## src/rtl/lsu_mm_issue_ctrl_pkg.sv

```systemverilog
// Shared types for the matmul tile issue controller.
//  - mm_state_e : controller FSM encoding (IDLE=0, ISSUE=1, WAIT=2, RESP=3)
//  - mm_cmd_t   : packed 36-bit tile command as stored in the command queue
package lsu_mm_issue_ctrl_pkg;

    localparam int ADDR_W = 12;
    localparam int LEN_W  = 4;
    localparam int TAG_W  = 4;
    localparam int CMD_W  = 2 * ADDR_W + 2 * LEN_W + TAG_W;  // 36

    typedef enum logic [1:0] {
        ST_IDLE  = 2'd0,
        ST_ISSUE = 2'd1,
        ST_WAIT  = 2'd2,
        ST_RESP  = 2'd3
    } mm_state_e;

    typedef struct packed {
        logic [TAG_W-1:0]  tag;
        logic [LEN_W-1:0]  col_len;
        logic [LEN_W-1:0]  row_len;
        logic [ADDR_W-1:0] i_addr;
        logic [ADDR_W-1:0] w_addr;
    } mm_cmd_t;

endpackage

```

## src/rtl/lsu_mm_cmd_fifo.sv

```systemverilog
// Small synchronous command FIFO.
//  clk, rst_n : clock, async active-low reset (pointers only)
//  push/wdata : write when push & ~full
//  pop/rdata  : rdata is the current head; pop advances when ~empty
//  full/empty : derived from registered pointers only
module lsu_mm_cmd_fifo #(
    parameter int DEPTH = 2,
    parameter int WIDTH = 36
) (
    input  logic             clk,
    input  logic             rst_n,
    input  logic             push,
    input  logic [WIDTH-1:0] wdata,
    input  logic             pop,
    output logic [WIDTH-1:0] rdata,
    output logic             full,
    output logic             empty
);
    localparam int PTR_W = $clog2(DEPTH);

    // Pointers carry one extra wrap bit to tell full from empty.
    logic [PTR_W:0]   wptr, rptr;
    logic [WIDTH-1:0] mem [DEPTH];

    assign empty = (wptr == rptr);
    assign full  = (wptr[PTR_W] != rptr[PTR_W]) &&
                   (wptr[PTR_W-1:0] == rptr[PTR_W-1:0]);
    assign rdata = mem[rptr[PTR_W-1:0]];

    always_ff @(posedge clk) begin
        if (push && !full) mem[wptr[PTR_W-1:0]] <= wdata;
    end

    always_ff @(posedge clk or negedge rst_n) begin
        if (!rst_n) begin
            wptr <= '0;
            rptr <= '0;
        end else begin
            if (push && !full) wptr <= wptr + 1'b1;
            if (pop && !empty) rptr <= rptr + 1'b1;
        end
    end

endmodule

```

## src/rtl/lsu_mm_issue_ctrl.sv

```systemverilog
// Matmul tile issue controller. Queues tile commands, fires a one-cycle start
// pulse to the WRAM and IRAM mm ctrl buffers together, waits for both
// mxu_end levels (with timeout) and returns a tagged completion.
//  clk, rst_n            : clock, async active-low reset
//  lsu_mm_cmd_*          : command push (vld/rdy handshake)
//  lsu_mm_wbuff_ctrl_*   : WRAM buffer start pulse + fields
//  lsu_mm_ibuff_ctrl_*   : IRAM buffer start pulse + fields
//  lsu_mm_*buff_mxu_end  : end levels from the buffers (sticky per tile)
//  lsu_mm_done_*         : completion (vld/rdy handshake), tag and timeout err
//  lsu_mm_busy           : tile in flight or commands pending
module lsu_mm_issue_ctrl
    import lsu_mm_issue_ctrl_pkg::*;
#(
    parameter int CMD_DEPTH = 2,
    parameter int TIMEOUT   = 255,
    parameter int TMO_W     = 8
) (
    input  logic        clk,
    input  logic        rst_n,
    input  logic        lsu_mm_cmd_vld,
    output logic        lsu_mm_cmd_rdy,
    input  logic [11:0] lsu_mm_cmd_w_addr,
    input  logic [11:0] lsu_mm_cmd_i_addr,
    input  logic [3:0]  lsu_mm_cmd_row_len,
    input  logic [3:0]  lsu_mm_cmd_col_len,
    input  logic [3:0]  lsu_mm_cmd_tag,
    output logic        lsu_mm_wbuff_ctrl_vld,
    output logic [3:0]  lsu_mm_wbuff_ctrl_row_len,
    output logic [3:0]  lsu_mm_wbuff_ctrl_col_len,
    output logic [11:0] lsu_mm_wbuff_ctrl_start_addr,
    output logic        lsu_mm_ibuff_ctrl_vld,
    output logic [3:0]  lsu_mm_ibuff_ctrl_row_len,
    output logic [3:0]  lsu_mm_ibuff_ctrl_col_len,
    output logic [11:0] lsu_mm_ibuff_ctrl_start_addr,
    input  logic        lsu_mm_wbuff_mxu_end,
    input  logic        lsu_mm_ibuff_mxu_end,
    output logic        lsu_mm_done_vld,
    input  logic        lsu_mm_done_rdy,
    output logic [3:0]  lsu_mm_done_tag,
    output logic        lsu_mm_done_err,
    output logic        lsu_mm_busy
);
    localparam logic [TMO_W-1:0] TMO_LAST = TMO_W'(TIMEOUT - 1);

    mm_state_e          state;
    mm_cmd_t            push_cmd, head;
    logic [CMD_W-1:0]   q_rdata;
    logic               q_full, q_empty, q_pop;
    logic               issue_next;
    logic               w_seen, i_seen, w_hit, i_hit;
    logic [TMO_W-1:0]   tmo_cnt;
    logic [3:0]         tile_tag;

    logic               ctrl_vld;
    logic [3:0]         ctrl_row, ctrl_col;
    logic [11:0]        ctrl_w_addr, ctrl_i_addr;

    assign push_cmd = '{tag:     lsu_mm_cmd_tag,
                        col_len: lsu_mm_cmd_col_len,
                        row_len: lsu_mm_cmd_row_len,
                        i_addr:  lsu_mm_cmd_i_addr,
                        w_addr:  lsu_mm_cmd_w_addr};
    assign head     = q_rdata;

    // Head is consumed during the single ISSUE cycle.
    assign q_pop    = (state == ST_ISSUE);

    lsu_mm_cmd_fifo #(
        .DEPTH (CMD_DEPTH),
        .WIDTH (CMD_W)
    ) u_cmd_fifo (
        .clk   (clk),
        .rst_n (rst_n),
        .push  (lsu_mm_cmd_vld & ~q_full),
        .wdata (push_cmd),
        .pop   (q_pop),
        .rdata (q_rdata),
        .full  (q_full),
        .empty (q_empty)
    );

    // Ready depends only on registered pointers; a same-cycle pop does not
    // open up a slot.
    assign lsu_mm_cmd_rdy = ~q_full;
    assign lsu_mm_busy    = (state != ST_IDLE) | ~q_empty;

    // Enter ISSUE from IDLE, or straight from RESP on the accept cycle.
    // The head cannot change before ISSUE (pushes go to the tail), so the
    // ctrl fields are captured here and driven as registers.
    assign issue_next = !q_empty &&
                        ((state == ST_IDLE) || (state == ST_RESP && lsu_mm_done_rdy));

    // End levels only count in WAIT; earlier they still reflect the last tile.
    assign w_hit = w_seen | lsu_mm_wbuff_mxu_end;
    assign i_hit = i_seen | lsu_mm_ibuff_mxu_end;

    always_ff @(posedge clk or negedge rst_n) begin
        if (!rst_n) begin
            state           <= ST_IDLE;
            ctrl_vld        <= 1'b0;
            ctrl_row        <= '0;
            ctrl_col        <= '0;
            ctrl_w_addr     <= '0;
            ctrl_i_addr     <= '0;
            tile_tag        <= '0;
            w_seen          <= 1'b0;
            i_seen          <= 1'b0;
            tmo_cnt         <= '0;
            lsu_mm_done_vld <= 1'b0;
            lsu_mm_done_tag <= '0;
            lsu_mm_done_err <= 1'b0;
        end else begin
            if (issue_next) begin
                ctrl_vld    <= 1'b1;
                ctrl_row    <= head.row_len;
                ctrl_col    <= head.col_len;
                ctrl_w_addr <= head.w_addr;
                ctrl_i_addr <= head.i_addr;
                tile_tag    <= head.tag;
            end else begin
                ctrl_vld    <= 1'b0;
                ctrl_row    <= '0;
                ctrl_col    <= '0;
                ctrl_w_addr <= '0;
                ctrl_i_addr <= '0;
            end

            case (state)
                ST_IDLE: begin
                    if (issue_next) state <= ST_ISSUE;
                end
                ST_ISSUE: begin
                    state <= ST_WAIT;
                end
                ST_WAIT: begin
                    w_seen <= w_hit;
                    i_seen <= i_hit;
                    // Completion is checked before timeout so a pair that
                    // closes on the last WAIT cycle still reports success.
                    if (w_hit && i_hit) begin
                        state           <= ST_RESP;
                        lsu_mm_done_vld <= 1'b1;
                        lsu_mm_done_tag <= tile_tag;
                        lsu_mm_done_err <= 1'b0;
                    end else if (tmo_cnt == TMO_LAST) begin
                        state           <= ST_RESP;
                        lsu_mm_done_vld <= 1'b1;
                        lsu_mm_done_tag <= tile_tag;
                        lsu_mm_done_err <= 1'b1;
                    end else if (tmo_cnt != '1) begin
                        tmo_cnt <= tmo_cnt + 1'b1;
                    end
                end
                ST_RESP: begin
                    if (lsu_mm_done_rdy) begin
                        lsu_mm_done_vld <= 1'b0;
                        lsu_mm_done_tag <= '0;
                        lsu_mm_done_err <= 1'b0;
                        w_seen          <= 1'b0;
                        i_seen          <= 1'b0;
                        tmo_cnt         <= '0;
                        state           <= issue_next ? ST_ISSUE : ST_IDLE;
                    end
                end
                default: state <= ST_IDLE;
            endcase
        end
    end

    assign lsu_mm_wbuff_ctrl_vld        = ctrl_vld;
    assign lsu_mm_wbuff_ctrl_row_len    = ctrl_row;
    assign lsu_mm_wbuff_ctrl_col_len    = ctrl_col;
    assign lsu_mm_wbuff_ctrl_start_addr = ctrl_w_addr;
    assign lsu_mm_ibuff_ctrl_vld        = ctrl_vld;
    assign lsu_mm_ibuff_ctrl_row_len    = ctrl_row;
    assign lsu_mm_ibuff_ctrl_col_len    = ctrl_col;
    assign lsu_mm_ibuff_ctrl_start_addr = ctrl_i_addr;

endmodule

```

## config.mk

```make
export PLATFORM = sky130hd
export DESIGN_NAME = lsu_mm_issue_ctrl
export DESIGN_NICKNAME = d
export VERILOG_FILES = /design/src/rtl/lsu_mm_issue_ctrl_pkg.sv /design/src/rtl/lsu_mm_cmd_fifo.sv /design/src/rtl/lsu_mm_issue_ctrl.sv
export SDC_FILE = /design/constraint.sdc
export NUM_CORES = 1
export LEC_CHECK = 0
export ABC_AREA = 1
export CAP_MARGIN = 30
export CORE_UTILIZATION = 39
export CTS_CLUSTER_DIAMETER = 30
export DETAILED_ROUTE_END_ITERATION = 8
export PLACE_DENSITY = 0.75
export SKIP_CTS_REPAIR_TIMING = 1
export SLEW_MARGIN = 10
export SYNTH_ARGS = -nofsm -noshare
export SYNTH_HDL_FRONTEND = slang
export SYNTH_SLANG_ARGS = --single-unit
export TNS_END_PERCENT = 5
```

## constraint.sdc

```tcl
create_clock -name clk -period 2.4 [get_ports clk]
set_input_delay 0.24 -clock clk [delete_from_list [all_inputs] [get_ports clk]]
set_output_delay 0.24 -clock clk [all_outputs]
set_load 0.02 [all_outputs]
```

Run 1, logic cells by family:
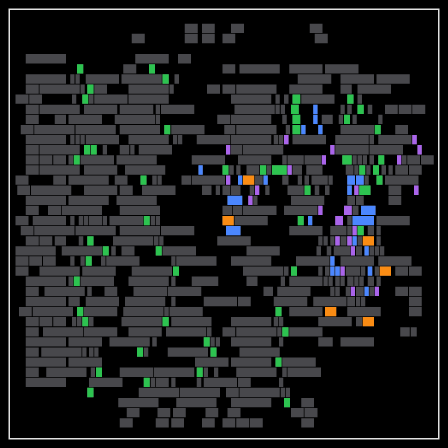
legend:
  inverting AOI/OAI gates:
    color: green
    cells: 52
    most_used: a21oi_1
    where: spread over the die
  XOR/XNOR gates:
    color: orange
    cells: 6
    most_used: xor2_1
    where: east
  inverters:
    color: purple
    cells: 23
    most_used: inv_1
  NOR gates:
    color: blue
    cells: 22
    most_used: nor2_1
    where: east

Run 1, supply network:
Pins as bars on the die edge.
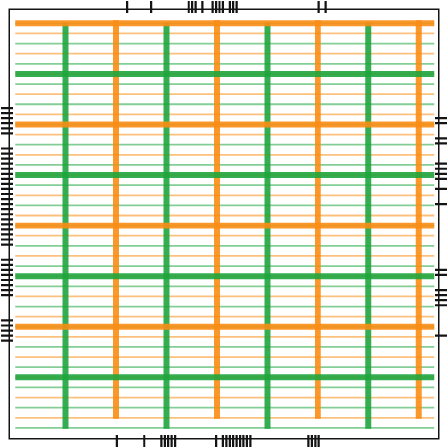
legend:
  VSS:
    color: green
  VDD:
    color: orange
signal pins: 92
rows: 40
width of the die: 115 um
maximum vdd drop: 1270 uV

Run 1, close-up of the layout:
Region (4, 61) to (54, 111) um. Cells in gray, sequential cells in the stronger gray; small squares are vias.
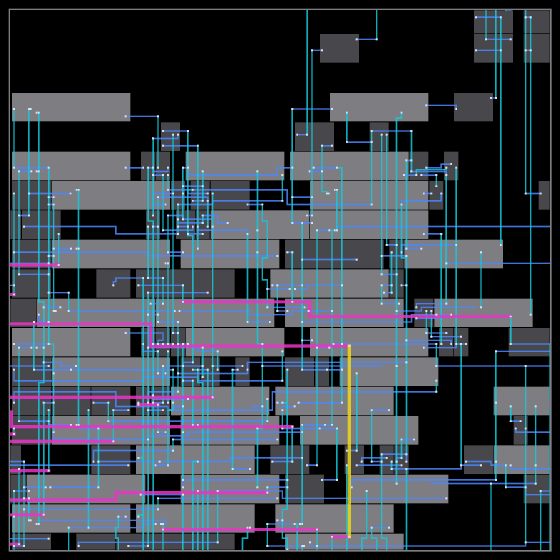
legend:
  met1:
    color: blue
  met2:
    color: cyan
  met3:
    color: magenta
  met4:
    color: yellow
sequential cells in the window: 37
netlist names of flops here include: `u_cmd_fifo.mem` (23), `lsu_mm_wbuff_ctrl_start_addr` (7), `lsu_mm_ibuff_ctrl_col_len` (2)
cells with their middle in the window: 97
most frequent: clkdlybuf4s50_1 (23), edfxtp_1 (23), nand2_1 (18)

Run 1, clock nets:
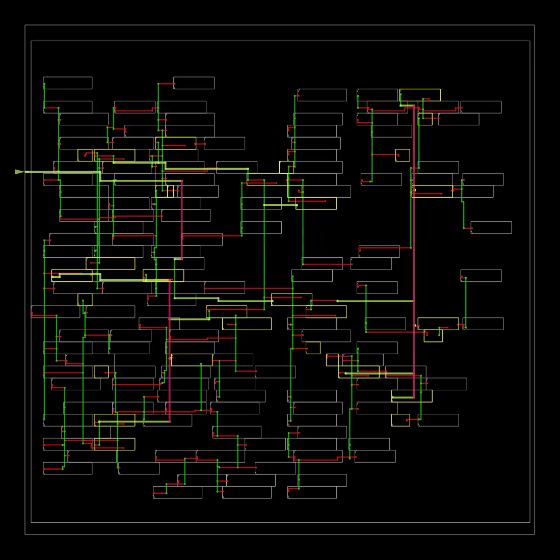
Num CTS Buffers: 17
Flop Count: 131

==> reports/results.ini, run 1 <==
[sta]
slew_headroom_pct=49.9
period_used_pct=89.0
hold_viol_final=40
setup_slack_ns=0.264
finalSetupViolations=0
fin_skew_ns=0.0123
rsz0062_at_grt=false
timing.hold.ws_ns=-0.0130

[yosys]
top_area_share_pct=43.3
synth-compound-area-share_pct=5.57
synthTopCellsByCount=133 x nand2_1, 72 x edfxtp_1, 59 x dfrtp_1, 36 x a21oi_1, 19 x inv_1
ys_ff=131
synthCells=413
yosysUniqueCellTypes=29
area_leaders=edfxtp_1 43%, dfrtp_1 30%, nand2_1 10%
synthMuxAreaShare_pct=0
yosys_cells=413
synth_simple_gate_area_share_pct=14.1
fa_ha_area_share_pct=1.76
postSynthSeqShare_pct=72.9
xor_area_share_pct=1.05
ys.warnings.count=0

[routing]
drt_iter0_markers=189
ant_nets=0
wl_mm=9.89
drcViolationCount=0
wire_per_inst_um=14.3
dr.pass1.iters=6
wl_met3_um=583
vias_per_cell=4.61
route.top_layer_used=met4

[placed_design]
dp_slack_ns=0.497
port_buffers=91
dp_hpwl_mm=6.17
gp_congestion=0.777

[layout]
regArea_um2=3640
layout_top_cells=133 x nand2_1, 90 x clkdlybuf4s50_1, 72 x edfxtp_1, 59 x dfrtp_1, 36 x a21oi_1
antenna_cells=0
area_delta_synth_final_pct=33.2
layout.area.comb_um2=1130

[floorplan]
dieArea_um2=13300
fp-row-count=40

[grt]
antenna_found_initial=0
grt_use_met3_pct=5.90
grt_usage_pct=16.9
grt_max_degree=60
overflow=0
busiest_layer=met2
grt_first_pass_wirelength_mm=16.2

[hold_path]
worstHoldPathType=in2async

[worst_setup_path]
critPathTopFamily=buffers and inverters
path_cells=inv_1, ha_1, nand3_1, clkdlybuf4s50_1
path_buffers=2
cp_slowest_cell=clkdlybuf4s50_1
worst-path-stages=4
r2r_slack_ns=0.52
start_kind=register
r2r_start=state[0]$_DFFE_PN0P_
cp_max_fo=5
r2r_cells=6

[clock_tree]
htreeDepth=4
clk_pin_slew_ns=0.07
cts_tree=done
clockRootBuffer=clkbuf_16

[outcome]
status=finished with violations
violations=hold timing

[flow_run]
tool_warnings=31
drv_cap=0

==> run 1: worst register-to-register path, delay by kind of cell, from the launching register on <==
kind            cells  cell delay, ns
flops               1            0.42
fa+ha+maj           1            0.36
compound gates      2            0.27
buf+inv             1            0.47
simple gates        2            0.23
==> run 1: layout make-up <==
| class | instances | share of cell area (%) |
|---|---|---|
| sequential | 131 | 54.7 |
| multi-input combinational | 236 | 17.0 |
| timing repair buffer | 99 | 14.7 |
| clock buffer | 18 | 6.45 |
| tap | 168 | 3.16 |
| clock inverter | 14 | 2.52 |
| inverter | 23 | 1.37 |
==> run 1: flip-flops by register name, indices dropped and copies added, names as in the netlist, 2 cells and up <==
| name | count |
|---|---|
| lsu_mm_ibuff_ctrl_start_addr | 12 |
| lsu_mm_ibuff_ctrl_row_len | 4 |
| u_cmd_fifo.rptr | 2 |
| u_cmd_fifo.mem | 72 |
| lsu_mm_done_tag | 4 |
| state | 2 |
| lsu_mm_ibuff_ctrl_col_len | 4 |
| tmo_cnt | 8 |
| lsu_mm_wbuff_ctrl_start_addr | 12 |
| u_cmd_fifo.wptr | 2 |
| tile_tag | 4 |
==> run 1: power breakdown <==
group | switching, mW | total (mW) | internal [mW]
Combinational | 2.04 | 3.36 | 1.32
Sequential | 0.353 | 3.58 | 3.22
Clock | 1.03 | 2.59 | 1.56
Total | 3.42 | 9.53 | 6.10
==> run 1: through the flow <==
step	cell area, um2	instances	util [%]
2_1_floorplan	4990	413	-
3_3_place_gp	6050	657	49.4
3_5_place_dp	6050	657	49.4
4_1_cts	6650	689	54.2
5_1_grt	6650	689	54.2
6_report	6650	689	54.2
==> run 1 -> run 2 <==
- PLACE_DENSITY: 0.75 -> 0.72
- clock period: 2.4 -> 2 ns (I/O delays scaled with it)
Run 2, clock nets:
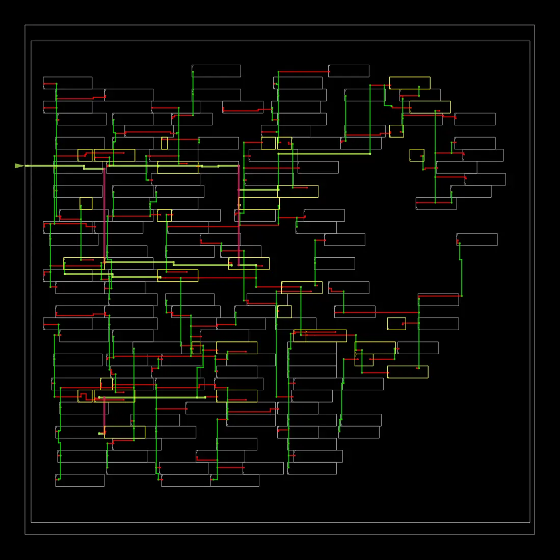
Clock Latency Late Sink: 0.41 ns
number of clock sinks: 131
Clk power: 2.83 mW
clk_buf instances: 17
Clock Skews: 0.00891 ns

==> reports/results.ini, run 2 <==
[placed_design]
dp_hpwl_mm=6.11  ; was 6.17 mm
gp_congestion=0.796  ; was 0.777
port_buffers=91  ; unchanged
dp_cells=658  ; was 657

[pwr]
p_per_area_nw_per_um2=1690  ; was 1430 nW/um2
ir_worst_vdd_uv=1120  ; was 1270 uV

[routing]
ant_nets=0  ; unchanged
dr.pass1.iters=4  ; was 6
vias_per_cell=4.67  ; was 4.61
drcViolationCount=0  ; unchanged
wl_mm=9.79  ; was 9.89 mm
wire_per_inst_um=14.2  ; was 14.3 um
drt_iter0_markers=228  ; was 189

[worst_setup_path]
path_cells=ha_1, nand2_2, nand2_1, a21boi_2, inv_2, a21oi_1  ; was inv_1, ha_1, nand3_1, clkdlybuf4s50_1
critical_path.max_stage_delay_ns=0.46  ; was 0.62 ns
worst-path-stages=6  ; was 4
cp_slowest_cell=inv_2  ; was clkdlybuf4s50_1
start_kind=register  ; unchanged
critPathTopFamily=buffers and inverters  ; unchanged
path_buffers=1  ; was 2
cp_max_fo=32  ; was 5
r2r_start=state[0]$_DFFE_PN0P_  ; unchanged
r2r_end=lsu_mm_wbuff_ctrl_start_addr[2]$_DFF_PN0_  ; was lsu_mm_ibuff_ctrl_col_len[3]$_DFF_PN0_
required_ns=2.26  ; was 2.16 ns
r2r_cells=6  ; unchanged

[layout]
largest_reg_flops=72  ; unchanged
stdcell_count=691  ; was 689
area_delta_synth_final_pct=33.2  ; unchanged
fin_util_pct=54.2  ; unchanged
antenna_cells=0  ; unchanged
layout_top_cells=133 x nand2_1, 88 x clkdlybuf4s50_1, 72 x edfxtp_1, 59 x dfrtp_1, 36 x a21oi_1  ; was 133 x nand2_1, 90 x clkdlybuf4s50_1, 72 x edfxtp_1, 59 x dfrtp_1, 36 x a21oi_1

[yosys]
postSynthSeqShare_pct=72.9  ; unchanged
area_leaders=edfxtp_1 43%, dfrtp_1 30%, nand2_1 10%  ; unchanged
yosys_cells=413  ; unchanged
top_area_share_pct=43.3  ; unchanged
synthTopCellsByCount=133 x nand2_1, 72 x edfxtp_1, 59 x dfrtp_1, 36 x a21oi_1, 19 x inv_1  ; unchanged
synth_top_cell_by_area=edfxtp_1  ; unchanged
ys_ff=131  ; unchanged
ys.warnings.count=0  ; unchanged
synthCells=413  ; unchanged
yosysUniqueCellTypes=29  ; unchanged

[grt]
grt_max_degree=60  ; unchanged
grt_usage_pct=16.4  ; was 16.9%
overflow=0  ; unchanged
grt_first_pass_wirelength_mm=16.0  ; was 16.2 mm
antenna_found_initial=0  ; unchanged

[sta]
timing.hold.ws_ns=0.331  ; was -0.0130 ns
hold_viol_final=0  ; was 40
rsz0062_at_grt=true  ; was false
slew_headroom_pct=58.9  ; was 49.9%
finalSetupViolations=0  ; unchanged
period_used_pct=94.8

[clock_tree]
cts_buffers=17  ; unchanged
clk_pin_slew_ns=0.06  ; was 0.07 ns
clockRootBuffer=clkbuf_16  ; unchanged
htreeDepth=4  ; unchanged

[outcome]
status=finished clean  ; was finished with violations

[floorplan]
top_level_ports=92  ; unchanged
core-area_um2=12300  ; unchanged
fp-row-count=40  ; unchanged
dieArea_um2=13300  ; unchanged
dieWidth_um=115  ; unchanged

[flow_run]
drv_cap=0  ; unchanged
tool_warnings=32  ; was 31

[hold_path]
worstHoldPathType=in2async  ; unchanged

-- run 2: metrics by stage --
stage               total power, mW  setup TNS [ns]  cell area, um2  setup WS, ns
global route                   11.9          -0.165            6650       -0.0302
floorplan                      6.77               0            5000        0.0904
detailed placement             8.46               0            6080         0.108
finish                         11.2               0            6650         0.103
global placement               8.36               0            6080         0.203
CTS                            11.3          -0.174            6630        -0.115
-- run 2: cell type report --
type / count / area (um2)
tap: 168 / 210
inverter: 23 / 91.3
sequential: 131 / 3640
timing repair buffer: 101 / 1030
clock buffer: 17 / 425
fill: 1028 / 5610
multi-input combinational: 236 / 1130
clock inverter: 15 / 124
-- run 2: kinds of logic after synthesis --
kind of cell | Yosys count | synth area share (%)
fa+ha+maj | 7 | 1.76
xor+xnor | 6 | 1.05
flops | 131 | 72.9
buf+inv | 46 | 4.61
simple gates | 171 | 14.1
compound gates | 52 | 5.57
-- run 2: power breakdown --
part	switching [mW]	internal, mW	leakage, nW
Sequential	0.430	3.87	1.43
Clock	1.22	1.61	0.262
Combinational	2.47	1.62	1.09
Total	4.12	7.10	2.78
-- run 2: per-layer routing --
metal  GRT usage, %  routed length, um  up-vias
met5              0                  0        -
met4           4.24                 51        0
met3           6.85                615        8
met2           27.6               4950       90
met1           19.5               4180     1575
li1               -                  -     1557
-- run 2: worst min-delay path, delay by kind of cell --
family | cells | cell delay [ns]
buf+inv | 3 | 0.93
Power is estimated from default activity; no workload was simulated.
